[src/rtl/queens_pkg.sv]
// Shared types and constants for the N-queens sweep sequencer.
//   NMAX          : largest legal board size
//   N_W / CNT_W   : board-size and count widths
//   TIMEOUT_COUNT : count recorded for a run that never finished
//   state_t       : sequencer states
//   range_bad()   : true when a programmed [lo, hi] sweep range is illegal
package queens_pkg;

    localparam int unsigned NMAX      = 24;
    localparam int unsigned N_W       = 5;
    localparam int unsigned CNT_W     = 32;
    localparam int unsigned TBL_DEPTH = 32;
    localparam int unsigned CLR_W     = 8;

    localparam logic [CNT_W-1:0] TIMEOUT_COUNT = 32'hFFFF_FFFF;

    typedef enum logic [2:0] {
        S_IDLE,
        S_CLEAR,
        S_RUN,
        S_CAPTURE,
        S_DUMP,
        S_NEXT
    } state_t;

    // Illegal when the sweep starts at 0, exceeds NMAX, or is reversed.
    function automatic logic range_bad(input logic [N_W-1:0] lo,
                                       input logic [N_W-1:0] hi);
        return (lo == '0) || (hi > N_W'(NMAX)) || (lo > hi);
    endfunction

endpackage

[src/rtl/queens_count_table.sv]
// Per-board-size solution count table.
//   clk, reset       : clock, synchronous active-high reset (clears all entries)
//   we, wr_addr,
//   wr_data          : single write port
//   rd_addr, rd_data : registered read port, 1-cycle latency, write-through
module queens_count_table
    import queens_pkg::*;
(
    input  logic             clk,
    input  logic             reset,
    input  logic             we,
    input  logic [N_W-1:0]   wr_addr,
    input  logic [CNT_W-1:0] wr_data,
    input  logic [N_W-1:0]   rd_addr,
    output logic [CNT_W-1:0] rd_data
);

    logic [CNT_W-1:0] mem [TBL_DEPTH];

    // Storage and read register; a same-cycle write to the read address is forwarded.
    always_ff @(posedge clk) begin
        if (reset) begin
            for (int unsigned i = 0; i < TBL_DEPTH; i++) begin
                mem[i] <= '0;
            end
            rd_data <= '0;
        end else begin
            if (we) begin
                mem[wr_addr] <= wr_data;
            end
            rd_data <= (we && (wr_addr == rd_addr)) ? wr_data : mem[rd_addr];
        end
    end

endmodule

[src/rtl/queens_sweep_ctrl.sv]
// Sequencer that sweeps board size over [n_lo, n_hi], runs the N-queens solver
// once per size, records the solution count and streams the first solution.
//   clk, reset                  : clock, synchronous active-high reset
//   start, n_lo, n_hi           : sweep request and range
//   busy, done, err, timeout    : sweep status
//   solver_*                    : control/observation of the single solver instance
//   sol_valid/ready/n/col/row/last : first-solution stream (one beat per column)
//   rd_n, rd_count              : count-table read port (1-cycle latency)
//   run_cycles                  : cycle count of the most recent run
module queens_sweep_ctrl
    import queens_pkg::*;
#(
    parameter int unsigned      CLR_CYCLES = 2,
    parameter logic [CNT_W-1:0] MAX_CYCLES = 32'hFFFF_FFF0
) (
    input  logic             clk,
    input  logic             reset,
    input  logic             start,
    input  logic [N_W-1:0]   n_lo,
    input  logic [N_W-1:0]   n_hi,
    output logic             busy,
    output logic             done,
    output logic             err,
    output logic             timeout,
    output logic             solver_reset,
    output logic [N_W-1:0]   solver_n,
    input  logic [CNT_W-1:0] solver_result,
    input  logic             solver_finished,
    output logic [N_W-1:0]   solver_row_query,
    input  logic [N_W-1:0]   solver_row_result,
    output logic             sol_valid,
    input  logic             sol_ready,
    output logic [N_W-1:0]   sol_n,
    output logic [N_W-1:0]   sol_col,
    output logic [N_W-1:0]   sol_row,
    output logic             sol_last,
    input  logic [N_W-1:0]   rd_n,
    output logic [CNT_W-1:0] rd_count,
    output logic [CNT_W-1:0] run_cycles
);

    state_t           state;
    logic [N_W-1:0]   hi_q;
    logic [N_W-1:0]   cur_n;
    logic [N_W-1:0]   col;
    logic [CLR_W-1:0] clr_cnt;
    logic [CNT_W-1:0] cyc_cnt;

    logic             run_expired_c;
    logic             tbl_we_c;
    logic [CNT_W-1:0] tbl_wdata_c;

    // Budget exhausted without the solver finishing.
    assign run_expired_c = (state == S_RUN) && !solver_finished && (cyc_cnt == MAX_CYCLES);

    // Table writes: real count at CAPTURE, sentinel on an expired run.
    assign tbl_we_c    = (state == S_CAPTURE) || run_expired_c;
    assign tbl_wdata_c = run_expired_c ? TIMEOUT_COUNT : solver_result;

    queens_count_table u_table (
        .clk     (clk),
        .reset   (reset),
        .we      (tbl_we_c),
        .wr_addr (cur_n),
        .wr_data (tbl_wdata_c),
        .rd_addr (rd_n),
        .rd_data (rd_count)
    );

    // Sweep sequencer with registered outputs.
    always_ff @(posedge clk) begin
        if (reset) begin
            state            <= S_IDLE;
            hi_q             <= '0;
            cur_n            <= '0;
            col              <= '0;
            clr_cnt          <= '0;
            cyc_cnt          <= '0;
            busy             <= 1'b0;
            done             <= 1'b0;
            err              <= 1'b0;
            timeout          <= 1'b0;
            solver_reset     <= 1'b1;
            solver_n         <= '0;
            solver_row_query <= '0;
            sol_valid        <= 1'b0;
            sol_n            <= '0;
            sol_col          <= '0;
            sol_row          <= '0;
            sol_last         <= 1'b0;
            run_cycles       <= '0;
        end else begin
            done <= 1'b0;
            case (state)
                S_IDLE: begin
                    solver_reset <= 1'b1;
                    if (start) begin
                        hi_q    <= n_hi;
                        timeout <= 1'b0;
                        if (range_bad(n_lo, n_hi)) begin
                            err  <= 1'b1;
                            done <= 1'b1;
                        end else begin
                            err      <= 1'b0;
                            cur_n    <= n_lo;
                            solver_n <= n_lo;
                            busy     <= 1'b1;
                            clr_cnt  <= '0;
                            state    <= S_CLEAR;
                        end
                    end
                end

                // solver_n was loaded on entry, so it leads the reset release.
                S_CLEAR: begin
                    if (clr_cnt == CLR_W'(CLR_CYCLES - 1)) begin
                        solver_reset <= 1'b0;
                        cyc_cnt      <= '0;
                        state        <= S_RUN;
                    end else begin
                        clr_cnt <= clr_cnt + 1'b1;
                    end
                end

                S_RUN: begin
                    if (solver_finished) begin
                        state <= S_CAPTURE;
                    end else if (run_expired_c) begin
                        timeout      <= 1'b1;
                        run_cycles   <= cyc_cnt;
                        solver_reset <= 1'b1;
                        state        <= S_NEXT;
                    end else begin
                        cyc_cnt <= cyc_cnt + 1'b1;
                    end
                end

                S_CAPTURE: begin
                    run_cycles <= cyc_cnt;
                    if (solver_result == '0) begin
                        solver_reset <= 1'b1;
                        state        <= S_NEXT;
                    end else begin
                        col              <= '0;
                        solver_row_query <= '0;
                        state            <= S_DUMP;
                    end
                end

                // One beat per column: load while idle, hold until accepted, then re-query.
                S_DUMP: begin
                    if (!sol_valid) begin
                        sol_valid <= 1'b1;
                        sol_n     <= cur_n;
                        sol_col   <= col;
                        sol_row   <= solver_row_result - 5'd1;
                        sol_last  <= (col == cur_n - 5'd1);
                    end else if (sol_ready) begin
                        sol_valid <= 1'b0;
                        if (sol_last) begin
                            solver_reset <= 1'b1;
                            state        <= S_NEXT;
                        end else begin
                            col              <= col + 5'd1;
                            solver_row_query <= col + 5'd1;
                        end
                    end
                end

                S_NEXT: begin
                    if (cur_n == hi_q) begin
                        busy  <= 1'b0;
                        done  <= 1'b1;
                        state <= S_IDLE;
                    end else begin
                        cur_n    <= cur_n + 5'd1;
                        solver_n <= cur_n + 5'd1;
                        clr_cnt  <= '0;
                        state    <= S_CLEAR;
                    end
                end

                default: state <= S_IDLE;
            endcase
        end
    end

endmodule

[config.mk]
export PLATFORM = sky130hd
export DESIGN_NAME = queens_sweep_ctrl
export DESIGN_NICKNAME = d
export VERILOG_FILES = /design/src/rtl/queens_pkg.sv /design/src/rtl/queens_count_table.sv /design/src/rtl/queens_sweep_ctrl.sv
export SDC_FILE = /design/constraint.sdc
export NUM_CORES = 2
export LEC_CHECK = 0
export CORE_UTILIZATION = 40
export DETAILED_ROUTE_END_ITERATION = 10
export PLACE_DENSITY = 0.55
export SLEW_MARGIN = 20
export SYNTH_ARGS = -nofsm -noshare
export SYNTH_HDL_FRONTEND = slang
export SYNTH_SLANG_ARGS = --single-unit
export TNS_END_PERCENT = 50
[constraint.sdc]
create_clock -name clk -period 4.67 [get_ports clk]
set_input_delay 0.467 -clock clk [delete_from_list [all_inputs] [get_ports clk]]
set_output_delay 0.467 -clock clk [all_outputs]
set_load 0.02 [all_outputs]
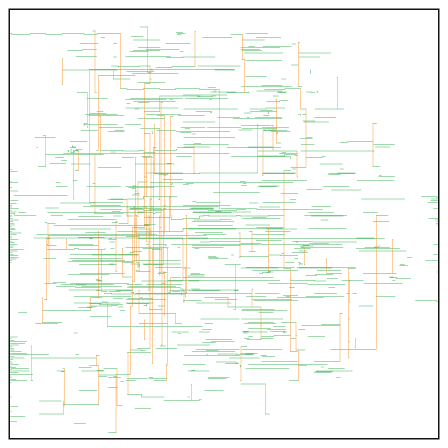
(images/metal_stack.png)
Only two layers are drawn.
[orange] met4 | wire length: 4390 um
[green] met3 | wire length: 13100 um

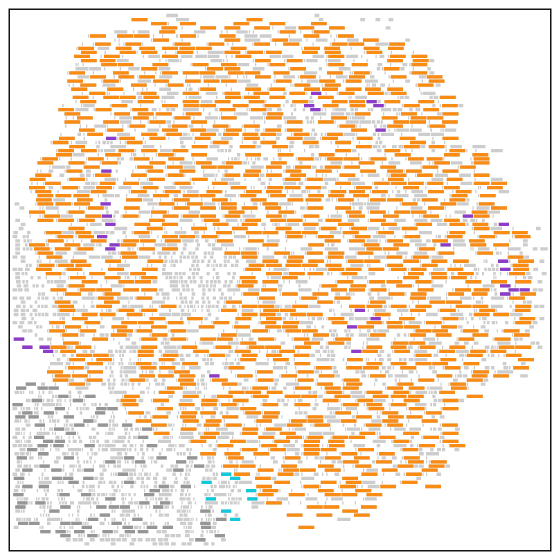
(images/registers.png)
[orange] `u_table.mem` | sequential cells: 1024 | where: all over the die
[purple] `u_table.rd_data` | sequential cells: 32
[cyan] `clr_cnt` | sequential cells: 8 | where: bottom centre

==> results.toml <==
# flow metrics
[critical_path]
highest_fanout_seen_on_the_critical_path = 23
critical_path.most_common_cell = "sky130_fd_sc_hd__nand2_2"
start_kind = "flip-flop"
path_cells = "or3b_1, nor4_2, nand4_4, a21oi_4, nand2_2, nand2_2, buf_4"
cp_top_family = "simple AND/OR/NAND/NOR gates"
worst_path_max_delay_cell = "sky130_fd_sc_hd__dfxtp_1"
critical_path_required_time_ns = 5.04
crit_path_end = "u_table.mem[16][18]"
cp_num_cells = 7
critical_path_at_ns = 3.98
critical_path_buffer_and_inverter_count = 1
setup.worst_path.start = "state[1]"
worst_r2r_endpoint = "u_table.mem[16][18]"
critical_path.max_stage_delay_ns = 0.67

[global_routing]
grt_first_pass_wirelength_mm = 235
globalRouteMet1Util = 0.367
grt_max_degree = 82
vias_in_the_first_global_route = 33000
grt.overflow.total = 0

[routing]
top_signal_layer_used = "met4"
drt-total-wl_mm = 163
ant_nets = 0
drt-pass1-iter-count = 6

[cells_and_area]
clock_buffer_count = 173
num-multi-input-gates = 2364
clock_tree_area_fraction = 0.0703
drive_gt1_frac = 0.159
inverters_excl_clock = 28
dominant_class_by_area = "sequential cells"
num-nonclk-buffers = 324
area.share.combinational = 0.269
final_cell_area_sq_um = 58700
numSequentialCells = 1168
register_containing_the_most_flip_flops_in_the_final_layout = "u_table.mem"
final-nonclk-buf-share = 0.0507
synthToLayoutAreaGrowth_pct = 15.5

[logic_synthesis]
synth-adder-area-share = 0.00394
flip_flop_and_latch_count_after_synthesis = 1168
asyncSetResetFlopFracSynth = 0
top_logic_kind = "simple AND/OR/NAND/NOR gates"
ys_top_cells_by_count = "sky130_fd_sc_hd__nor2_1, sky130_fd_sc_hd__edfxtp_1, sky130_fd_sc_hd__nand2_1, sky130_fd_sc_hd__mux2i_1, sky130_fd_sc_hd__mux4_2"
synthMostInstantiatedCell = "sky130_fd_sc_hd__nor2_1"
syn-mean-instance-area_sq_um = 13.0
synth.cellmix.xorXnorShare = 0.00689
synth_cell_types = 68
synthDominantCellAreaShare = 0.604
yosys.stat.seqShare = 0.661
synth.cellmix.simpleShare = 0.126
netlist_instances = 3911

[place]
placed_area_sq_um = 54600
placement.io_buffers = 152
place_hpwl_mm = 98.9
setup_ws_pre_cts_ns = 0.784
gpl.final_weighted_congestion = 0.827
placed_cells_incl_taps = 5534

[final_timing]
max_freq_mhz = 276
worst_slew_pin_slew_ns = 1.14
finalClockSkew_ns = 0.0224
grt_setup_unrepaired = "no"
report.final.slew_viol_count = 0
timing.final.crit_share = 0.774
fin_tns_setup_ns = 0
maxSlewHeadroom = 0.239
postLayoutSetupSlackWorst_ns = 1.05

[pwr]
cellLeakagePower_nw = 20.8
power.share.switching = 0.241
fin_total_pwr_w = 0.0240
internal_power_w = 0.0182
power_density_nw_per_um2 = 409
max-vdd-ir-drop_uv = 364
p_comb_frac = 0.087
clock_power_share = 0.420
clk-power_w = 0.0101
pwr.group.combinational_w = 0.00208
proportion_of_power_drawn_by_flip_flops_and_latches = 0.494

[hold_path]
timing.hold.worst_endpoint = "cyc_cnt[0]"
hold_depth = 2
holdCritStartpoint = "reset"

[outcome]
run_status = "finished, final reports clean"

[cts]
clock-root-buffer = "sky130_fd_sc_hd__clkbuf_16"
post_cts_hold_fix_bufs = 0
clock_sink_count = 1168
clock.latency.late_pin_ns = 0.75
clock_tree_from_tritoncts = "built"
cts_htree_levels = 4
clock_tree.buffer_depth = 3
post_cts_resize_count = 0

[floorplanning]
fp.dieH_um = 359
floorplan.core_area_sq_um = 126000
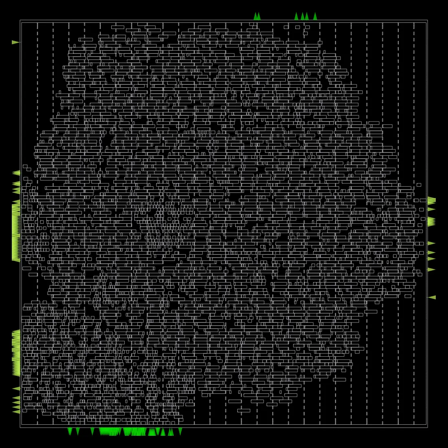
(images/final_placement.png)
total of fill cells in the finished design: 11200
n_taps: 1650
final cell count without fillers: 5773
sequential cell area share: 0.573
utilization of the core after routing: 0.467

